--- src/rtl/id_scan_pkg.sv ---
// Shared types and byte constants for the identifier scanner and the other lexer blocks.
package id_scan_pkg;

  typedef enum logic [1:0] {
    ST_IDLE,
    ST_ALPHA,
    ST_DIGIT,
    ST_BAD
  } state_t;

  typedef enum logic [2:0] {
    CL_LETTER,
    CL_DIGIT,
    CL_UNDER,
    CL_DELIM,
    CL_OTHER
  } cls_t;

  localparam logic [7:0] DELIM_NUL   = 8'h00;
  localparam logic [7:0] DELIM_TAB   = 8'h09;
  localparam logic [7:0] DELIM_LF    = 8'h0A;
  localparam logic [7:0] DELIM_CR    = 8'h0D;
  localparam logic [7:0] DELIM_SP    = 8'h20;
  localparam logic [7:0] DELIM_COMMA = 8'h2C;
  localparam logic [7:0] DELIM_SEMI  = 8'h3B;
  localparam logic [7:0] CHAR_UNDER  = 8'h5F;

endpackage

--- src/rtl/id_char_class.sv ---
// Combinational ASCII character classifier; in the legacy grammar underscore is just OTHER.
module id_char_class
  import id_scan_pkg::*;
#(
  parameter int MODE = 0
) (
  input  logic [7:0] char,
  output cls_t       cls
);

  always_comb begin
    cls = CL_OTHER;
    if ((char >= 8'h41 && char <= 8'h5A) || (char >= 8'h61 && char <= 8'h7A))
      cls = CL_LETTER;
    else if (char >= 8'h30 && char <= 8'h39)
      cls = CL_DIGIT;
    else if (char == CHAR_UNDER && MODE == 0)
      cls = CL_UNDER;
    else if (char == DELIM_NUL || char == DELIM_TAB || char == DELIM_LF ||
             char == DELIM_CR  || char == DELIM_SP  || char == DELIM_COMMA ||
             char == DELIM_SEMI)
      cls = CL_DELIM;
  end

endmodule

--- src/rtl/id_scanner.sv ---
// Stream identifier scanner: classifies delimiter-separated runs, reports length,
// overflow and a saturating count of accepted tokens. All outputs registered.
//
// state    | meaning
// ST_IDLE  | at a token boundary, no run in progress
// ST_ALPHA | run so far is letters (plus digits/underscore in MODE 0)
// ST_DIGIT | MODE 1 only: letters followed by at least one digit
// ST_BAD   | run can no longer be a legal identifier (or overflowed)
module id_scanner
  import id_scan_pkg::*;
#(
  parameter int MAX_LEN = 16,
  parameter int LEN_W   = $clog2(MAX_LEN + 1),
  parameter int MODE    = 0,
  parameter int CNT_W   = 16
) (
  input  logic             clk,
  input  logic             rst_n,
  input  logic [7:0]       char,
  input  logic             char_valid,
  output logic             out,
  output logic             tok_done,
  output logic [LEN_W-1:0] tok_len,
  output logic             tok_err,
  output logic             tok_ovf,
  output logic [CNT_W-1:0] tok_count
);

  localparam logic [LEN_W-1:0] LEN_MAX = LEN_W'(MAX_LEN);

  cls_t             cls;
  state_t           state_q, state_d;
  logic [LEN_W-1:0] len_q, len_d;
  logic             ovf_q, ovf_d;
  logic             out_d, done_d, err_d, tovf_d;
  logic [LEN_W-1:0] tlen_d;

  id_char_class #(.MODE(MODE)) u_class (
    .char (char),
    .cls  (cls)
  );

  always_ff @(posedge clk or negedge rst_n) begin
    if (!rst_n) begin
      state_q   <= ST_IDLE;
      len_q     <= '0;
      ovf_q     <= 1'b0;
      out       <= 1'b0;
      tok_done  <= 1'b0;
      tok_err   <= 1'b0;
      tok_ovf   <= 1'b0;
      tok_len   <= '0;
      tok_count <= '0;
    end else begin
      state_q  <= state_d;
      len_q    <= len_d;
      ovf_q    <= ovf_d;
      out      <= out_d;
      tok_done <= done_d;
      tok_err  <= err_d;
      tok_ovf  <= tovf_d;
      tok_len  <= tlen_d;
      if (done_d && tok_count != {CNT_W{1'b1}})
        tok_count <= tok_count + CNT_W'(1);
    end
  end

  always_comb begin
    state_d = state_q;
    len_d   = len_q;
    ovf_d   = ovf_q;
    done_d  = 1'b0;
    err_d   = 1'b0;
    tovf_d  = 1'b0;
    tlen_d  = tok_len;

    if (char_valid) begin
      if (cls == CL_DELIM) begin
        state_d = ST_IDLE;
        len_d   = '0;
        ovf_d   = 1'b0;
        if (state_q != ST_IDLE)
          tlen_d = len_q;
        unique case (state_q)
          ST_ALPHA: begin
            if (MODE == 0) done_d = 1'b1;
            else           err_d  = 1'b1;
          end
          ST_DIGIT: done_d = 1'b1;
          ST_BAD: begin
            err_d  = 1'b1;
            tovf_d = ovf_q;
          end
          default: ;
        endcase
      end else if (state_q != ST_IDLE && len_q == LEN_MAX) begin
        // Too long: length pins at MAX_LEN and the run is condemned.
        state_d = ST_BAD;
        ovf_d   = 1'b1;
      end else begin
        len_d = len_q + LEN_W'(1);
        unique case (state_q)
          ST_IDLE:
            state_d = (cls == CL_LETTER || cls == CL_UNDER) ? ST_ALPHA : ST_BAD;
          ST_ALPHA: begin
            if (cls == CL_LETTER || (MODE == 0 && (cls == CL_DIGIT || cls == CL_UNDER)))
              state_d = ST_ALPHA;
            else if (MODE != 0 && cls == CL_DIGIT)
              state_d = ST_DIGIT;
            else
              state_d = ST_BAD;
          end
          ST_DIGIT:
            state_d = (cls == CL_DIGIT) ? ST_DIGIT : ST_BAD;
          default:
            state_d = ST_BAD;
        endcase
      end
    end

    out_d = (MODE == 0) ? (state_d == ST_ALPHA) : (state_d == ST_DIGIT);
  end

endmodule

--- config.mk ---
export PLATFORM = sky130hd
export DESIGN_NAME = id_scanner
export DESIGN_NICKNAME = d
export VERILOG_FILES = /design/src/rtl/id_scan_pkg.sv /design/src/rtl/id_char_class.sv /design/src/rtl/id_scanner.sv
export SDC_FILE = /design/constraint.sdc
export NUM_CORES = 1
export LEC_CHECK = 0
export CORE_AREA = 2 2 60 62
export DETAILED_ROUTE_END_ITERATION = 8
export DIE_AREA = 0 0 62 64
export PLACE_DENSITY = 0.79
export SLEW_MARGIN = 25
export SYNTH_ARGS = -nofsm -noshare
export SYNTH_HDL_FRONTEND = slang
export SYNTH_SLANG_ARGS = --single-unit
--- constraint.sdc ---
create_clock -name clk -period 3.6 [get_ports clk]
set_input_delay 0.72 -clock clk [delete_from_list [all_inputs] [get_ports clk]]
set_output_delay 0.72 -clock clk [all_outputs]
set_load 0.005 [all_outputs]
==> impl_metrics.toml <==
# synthesis and place-and-route metrics
[timing]
setup_slack_ns = 1.02
maxClockFrequency_mhz = 388
finalHoldViolations = 0
fin_crit_ns = 2.58

[power]
power-top-group = "registers"
power_density_nw_per_um2 = 534
switching_share = 0.292
pwr-share-comb = 0.281
p_sw_mw = 0.349
p_seq_frac = 0.427

[drt]
drtIter0Drc = 67
drc = 0
routed_wl_um = 3690
ant_nets = 0
met1_length_um = 1540

[worst_setup_path]
cp.depth = 6
worstSetupPathType = "input port to flip-flop"
max_stage_delay_ns = 0.52

[global_routing]
gr-total-overflow = 0
grt_max_degree = 34
grt_use_met2 = 0.331

[min_path]
min_path_cells = 1
hold_path_class = "flip-flop to flip-flop"
hold_end = "tok_count[6]$_DFFE_PN0P_"

[cts]
cts_setup_buffers = 0
cts_num_sinks = 33
path_clk_slew_ns = 0.10

[synth]
ys_cells = 157
avgSynthCellArea_um2 = 11.0
netlist.area_leader.share = 0.478
synth-seq-cells = 33
ys_async_sr_fraction = 1.00
yosysWarnings = 0
ys_types = 42
topCellsByArea = "dfrtp_1, xnor2_1, ha_1, mux2_2, nand4_1"

[floorplanning]
dieArea_um2 = 3970

[placed_design]
portBuffers = 35
dp_hpwl_um = 2650
place_ws_ns = 0.659
placed_area_um2 = 2140

[run_status]
status = "finished clean"

[final_layout]
nFillCells = 259
[cell type report]
| class | instances | area share |
|---|---|---|
| tap | 46 | 0.0257 |
| multi-input combinational | 113 | 0.383 |
| inverter | 8 | 0.0134 |
| timing repair buffer | 37 | 0.163 |
| sequential | 33 | 0.369 |
| clock inverter | 3 | 0.0291 |
| clock buffer | 5 | 0.0168 |
[cells by family after synthesis]
logic type,Yosys count,share of synthesized area
and+or+nand+nor,59,0.212
DFF,33,0.478
AOI/OAI and AO/OA,23,0.0992
xor gates and xnor gates,16,0.0811
buffers and inverters,11,0.0261
adders and majority gates,8,0.0579
muxes,7,0.0456
[registers in the layout, summed over array words and instances, names as in the netlist]
signal / cells
tok_count: 16
len_q: 5
tok_len: 5
state_q: 2
out: 1
ovf_q: 1
tok_done: 1
tok_err: 1
tok_ovf: 1
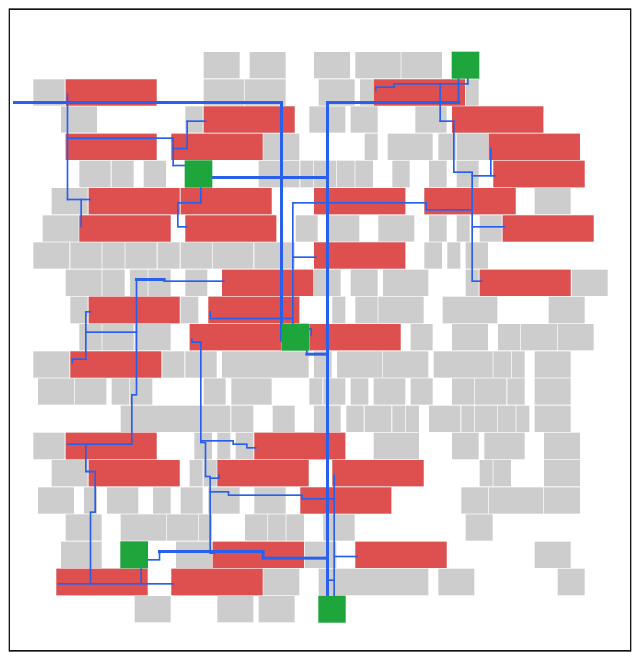
Fig. 1. Clock network drawn from the DEF.
Scale: 10 px per µm.
[flip-flops] red | count: 33
[clock-net drivers] green | count: 5
[clock wires] blue | length: 428 µm
routed clock nets: 6

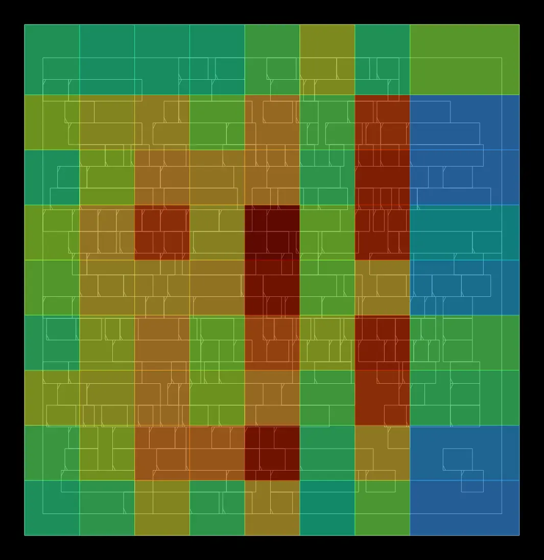
Fig. 2. Routing congestion.
GRT Util Overall: 0.215
per-cell routed wire length: 15.0 µm
met3 GRT Util: 0.0769

Power and IR drop assume default switching activity.
